--- src/rtl/data_mem_arb_pkg.sv ---
// data_mem_arb_pkg
// Shared types and constants for the two-port data memory arbiter:
//   arb_state_t   - arbiter FSM states (IDLE / ACCESS / RESP)
//   PORT0/PORT1   - requester index constants
//   MEM_WORDS_DEF - default data memory size in 32-bit words
//   mem_req_t     - latched access (we, byte address, write data)
package data_mem_arb_pkg;

  localparam int   MEM_WORDS_DEF = 1024;
  localparam logic PORT0         = 1'b0;
  localparam logic PORT1         = 1'b1;

  typedef enum logic [1:0] {
    IDLE   = 2'd0,
    ACCESS = 2'd1,
    RESP   = 2'd2
  } arb_state_t;

  typedef struct packed {
    logic        we;
    logic [31:0] addr;
    logic [31:0] wdata;
  } mem_req_t;

endpackage

--- src/rtl/rr_pick2.sv ---
// rr_pick2
// Two-way round-robin pick. A lone requester always wins; when both request,
// the port that was not granted most recently wins.
//   i_req  [1:0] - request vector (bit n = port n)
//   i_last       - index of the port granted most recently
//   o_gnt  [1:0] - one-hot grant (all zero when nothing requests)
module rr_pick2 (
  input  logic [1:0] i_req,
  input  logic       i_last,
  output logic [1:0] o_gnt
);

  always_comb begin
    o_gnt = i_req;
    if (i_req == 2'b11) o_gnt = i_last ? 2'b01 : 2'b10;
  end

endmodule

--- src/rtl/data_mem_arbiter.sv ---
// data_mem_arbiter
// Arbitrates two requesters onto one single-port data memory. Each access
// takes three cycles: IDLE (arbitrate + latch), ACCESS (drive memory,
// capture read data), RESP (one-cycle ack/err to the winner).
//   clk, rst                  - clock, synchronous active-high reset
//   req/we/addr/wdata{0,1}    - requester inputs, req held until ack
//   ack/err/rdata{0,1}        - completion pulse, reject flag, read data
//   memWrite/memAddr/memWriteData - memory strobe, address, write data
//   memReadData               - combinational memory read data
module data_mem_arbiter
  import data_mem_arb_pkg::*;
#(
  parameter int MEM_WORDS = MEM_WORDS_DEF,
  parameter int NUM_REQ   = 2
) (
  input  logic        clk,
  input  logic        rst,
  input  logic        req0,
  input  logic        req1,
  input  logic        we0,
  input  logic        we1,
  input  logic [31:0] addr0,
  input  logic [31:0] addr1,
  input  logic [31:0] wdata0,
  input  logic [31:0] wdata1,
  output logic        ack0,
  output logic        ack1,
  output logic        err0,
  output logic        err1,
  output logic [31:0] rdata0,
  output logic [31:0] rdata1,
  output logic        memWrite,
  output logic [31:0] memAddr,
  output logic [31:0] memWriteData,
  input  logic [31:0] memReadData
);

  arb_state_t         r_state, w_next;
  mem_req_t           r_req, w_sel;
  logic               r_port;   // port that owns the in-flight access
  logic               r_last;   // round-robin pointer: last granted port
  logic               r_err;
  logic [31:0]        r_rdata0, r_rdata1;
  logic [NUM_REQ-1:0] w_req, w_gnt;
  logic               w_legal;
  logic [31:0]        w_rdata;

  assign w_req = {req1, req0};

  rr_pick2 u_pick (
    .i_req  (w_req),
    .i_last (r_last),
    .o_gnt  (w_gnt)
  );

  assign w_sel = w_gnt[1] ? {we1, addr1, wdata1} : {we0, addr0, wdata0};

  // Word aligned and inside the memory; anything else is rejected with err.
  assign w_legal = (r_req.addr[1:0] == 2'b00) &&
                   ({2'b00, r_req.addr[31:2]} < 32'(MEM_WORDS));

  // Writes and rejected accesses return zero rather than memory contents.
  assign w_rdata = (r_req.we || !w_legal) ? 32'h0 : memReadData;

  always_ff @(posedge clk) begin
    if (rst) r_state <= IDLE;
    else     r_state <= w_next;
  end

  always_comb begin
    w_next       = r_state;
    memWrite     = 1'b0;
    memAddr      = 32'h0;
    memWriteData = 32'h0;
    ack0         = 1'b0;
    ack1         = 1'b0;
    err0         = 1'b0;
    err1         = 1'b0;
    case (r_state)
      IDLE:   if (|w_req) w_next = ACCESS;
      ACCESS: begin
        memAddr      = r_req.addr;
        memWriteData = r_req.wdata;
        // rst gates the strobe combinationally so an aborted write never lands
        memWrite     = r_req.we && w_legal && !rst;
        w_next       = RESP;
      end
      RESP: begin
        ack0   = (r_port == PORT0);
        ack1   = (r_port == PORT1);
        err0   = (r_port == PORT0) && r_err;
        err1   = (r_port == PORT1) && r_err;
        w_next = IDLE;
      end
      default: w_next = IDLE;
    endcase
  end

  always_ff @(posedge clk) begin
    if (rst) begin
      r_req    <= '0;
      r_port   <= PORT0;
      r_last   <= PORT1;   // port 0 wins the first contested grant
      r_err    <= 1'b0;
      r_rdata0 <= 32'h0;
      r_rdata1 <= 32'h0;
    end else begin
      if (r_state == IDLE && |w_req) begin
        r_req  <= w_sel;
        r_port <= w_gnt[1];
        r_last <= w_gnt[1];
      end
      if (r_state == ACCESS) begin
        r_err <= !w_legal;
        if (r_port == PORT0) r_rdata0 <= w_rdata;
        else                 r_rdata1 <= w_rdata;
      end
    end
  end

  assign rdata0 = r_rdata0;
  assign rdata1 = r_rdata1;

endmodule
--- config.mk ---
export PLATFORM = sky130hd
export DESIGN_NAME = data_mem_arbiter
export DESIGN_NICKNAME = d
export VERILOG_FILES = /design/src/rtl/data_mem_arb_pkg.sv /design/src/rtl/rr_pick2.sv /design/src/rtl/data_mem_arbiter.sv
export SDC_FILE = /design/constraint.sdc
export NUM_CORES = 1
export LEC_CHECK = 0
export ABC_AREA = 1
export CAP_MARGIN = 20
export CORE_MARGIN = 4
export CORE_UTILIZATION = 44
export CTS_BUF_LIST = sky130_fd_sc_hd__clkbuf_4 sky130_fd_sc_hd__clkbuf_8
export DETAILED_ROUTE_END_ITERATION = 6
export PLACE_DENSITY = 0.88
export SYNTH_ARGS = -nofsm -noshare
export SYNTH_HDL_FRONTEND = slang
export SYNTH_SLANG_ARGS = --single-unit
--- constraint.sdc ---
create_clock -name clk -period 2.8 [get_ports clk]
set_clock_uncertainty 0.1 [all_clocks]
set_input_delay 0.42 -clock clk [delete_from_list [all_inputs] [get_ports clk]]
set_output_delay 0.42 -clock clk [all_outputs]
set_load 0.05 [all_outputs]
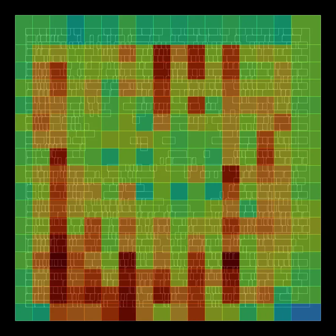
**Above:** routing congestion map.
met2 Track Usage GR: 44.85%
Core Util, Final: 72.85%

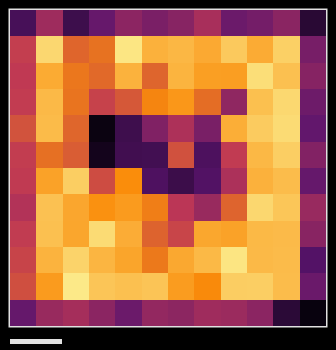
**Above:** local utilization.
The bar under the picture is 20 um long. 12 x 12 tiles, from black (low) to pale yellow (high), 0 to 100% covered.
emptiest ninth of the die = center
fullest tile = 95%
mean over tiles = 60%

==> impl_metrics.ini <==
; physical design summary
[sta]
relSlewSlack_pct = 61.56
rsz0062_at_grt = no
fin_crit_ns = 2.563
fin_crit_sh_pct = 91.52
setup_tns_ns = 0
setup_viol = 0
fmax_mhz = 390.2
tightest_slew_ns = 0.5748

[hold_path]
hp-class = reg2reg
hold_depth = 2

[die]
row_count = 41
core_area_sq_um = 12670
die_h_um = 122.2
io_pins = 299

[worst_setup_path]
crit_required_ns = 2.28
critPathCaptureType = output pin
ff2ff_path_depth = 8
start_kind = register
r2r_slack_ns = 0.70
cp.arrival_ns = 2.04
crit_path_max_fanout = 5
r2r_end = rdata0[1]

[clock_network]
clkLatencyLatePin_ns = 0.42
htreeDepth = 4
cts_root_buf = clkbuf_8
cts_tree = yes
clkTransAtPathRegs_ns = 0.07
cts.sinks = 134
cts_made_buffers = 17

[routing]
routed_wl_um = 19840
drt-initial-drc-count = 515
postRouteAntennaNets = 0
via_per_inst = 5.180
wl_met2_um = 9818
vias = 6470
first_pass_iters = 5
wl_per_cell_um = 15.89

[global_routing]
overflow = 0
grtUsageTotal_pct = 25.59
grt_pass1_wl_um = 30250

[logic_synthesis]
yosysTopAreaCellShare_pct = 46.78
area_leaders = dfxtp_1 (47%), o21ai_0 (11%), nand2_1 (9.2%)
syn_area_sq_um = 5734
ys_cells = 799
synth_warnings = 0
yosysTopAreaCell = dfxtp_1
synthDistinctLibCells = 22
ys.flops = 134
synthCells = 799
async_reset_ff_share_pct = 0
yosysSeqAreaShare_pct = 46.78
syn_avg_cell_area_sq_um = 7.177

[cells_and_area]
fin_area_sq_um = 9231
area_growth_pct = 60.99
nets = 1230
drive_gt1_share_pct = 7.892

[placement]
dp.final_hpwl_um = 13900
place_ws_ns = 0.3286
place_congestion = 0.8908
portBuffers = 298

[outcome]
outcome = finished clean

[job]
warnings = 26

[power]
ir_drop_mv = 0.2789
powerDensity_nw_per_um2 = 567.5
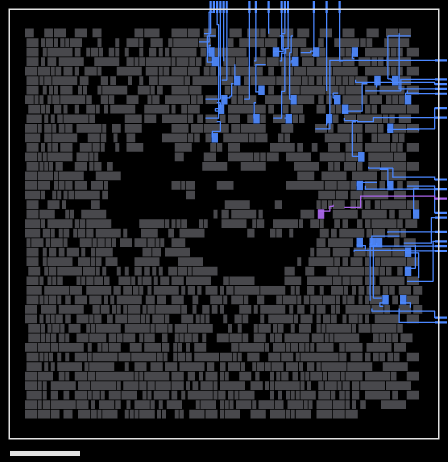
**Above:** port wiring.
The bar under the picture is 20 um long.
blue -> memReadData  # bits 32, direction input, edge 17 right, 15 top, end cells 32, buffers 32, wire 910 um
purple -> err0  # bits 1, direction output, edge right, end cells 1, buffers 1, wire 36.2 um

state kept, by name (all words and copies together) (netlist names):
name and count:
r_last 1, rdata0 32, r_err 1, r_port 1
r_req 65, rdata1 32, r_state 2
cell usage after synthesis, types with 2 or more instances:
cell type / number
nand2_1: 141
dfxtp_1: 134
o21ai_0: 124
nor2_1: 81
inv_1: 70
a21oi_1: 66
a31oi_1: 65
nand3_1: 33
buf_2: 31
clkbuf_1: 21
buf_1: 8
o21ai_1: 6
buf_4: 3
buf_6: 3
nor2_2: 3
inv_2: 2
nor2_4: 2
nor3_1: 2
timing repair:
| item | in CTS | in global routing |
|---|---|---|
| pin swaps | 0 | 0 |
| endpoints found under the setup margin | 37 | 37 |
| resized | 1 | 37 |
| setup buffers | 0 | 0 |
metal layers:
metal  vias up  track usage (%)
met1      2933            27.86
met3        46            8.449
met4         0            12.11
met5         -                0
met2       302            44.85
li1       3189                -
worst max-delay path, stage by stage (launching register included):
cell,delay [ns]
dfxtp_1,0.48
inv_2,0.10
nor3_1,0.18
clkdlybuf4s50_1,0.86
power breakdown:
group	switching, mW	internal [mW]
registers	0.0943	2.08
logic	0.818	0.528
clock network	0.744	0.976
cell usage in the layout (no fill, tap or decap):
cell type / instances
nand4_1: 1
o21ai_1: 6
clkinv_2: 2
buf_12: 3
clkbuf_8: 21
and3_1: 1
bufinv_16: 3
buf_4: 40
a21oi_1: 66
inv_4: 1
dlymetal6s2s_1: 37
nor2_2: 1
nand2_1: 140
clkinv_4: 2
nor3_1: 2
a31oi_1: 65
clkdlybuf4s50_1: 233
clkinvlp_4: 4
nand2_2: 1
or2_1: 1
o21ai_0: 124
nand3_1: 33
nor2_1: 81
nor2_4: 4
inv_1: 68
inv_2: 3
dfxtp_1: 134
how the worst max path moves through the flow:
| stage | slack, ns | cells past startpoint | to |
|---|---|---|---|
| floorplan | 0.73 | 6 | memAddr[0] |
| global placement | 0.39 | 5 | memWriteData[23] |
| detailed placement | 0.33 | 5 | memWriteData[16] |
| CTS | 0.03 | 5 | memWriteData[23] |
| global route | 0.08 | 3 | err1 |
| finish | 0.24 | 3 | err1 |
area by class of cell:
class | instances | area (sq um)
fillers | 979 | 3440
multi-input cells | 526 | 2469
clock inverters | 11 | 147.6
clock buffers | 21 | 289.0
well taps | 172 | 215.2
flip-flops and latches | 134 | 2683
repair buffers | 313 | 3156
inverters | 72 | 272.8
kinds of logic after synthesis:
family | Yosys count | share of synthesized area [%]
and+or+nand+nor | 265 | 18.63
AOI/OAI and AO/OA | 261 | 24.20
buffers and inverters | 139 | 10.39
DFF | 134 | 46.78
metrics by stage:
stage | power [mW] | cells
2_1_floorplan | 3.007 | 799
3_3_place_gp | 3.530 | 1217
3_5_place_dp | 3.551 | 1217
4_1_cts | 5.274 | 1249
5_1_grt | 5.486 | 1249
6_report | 5.239 | 1249
Power and IR drop assume default switching activity.
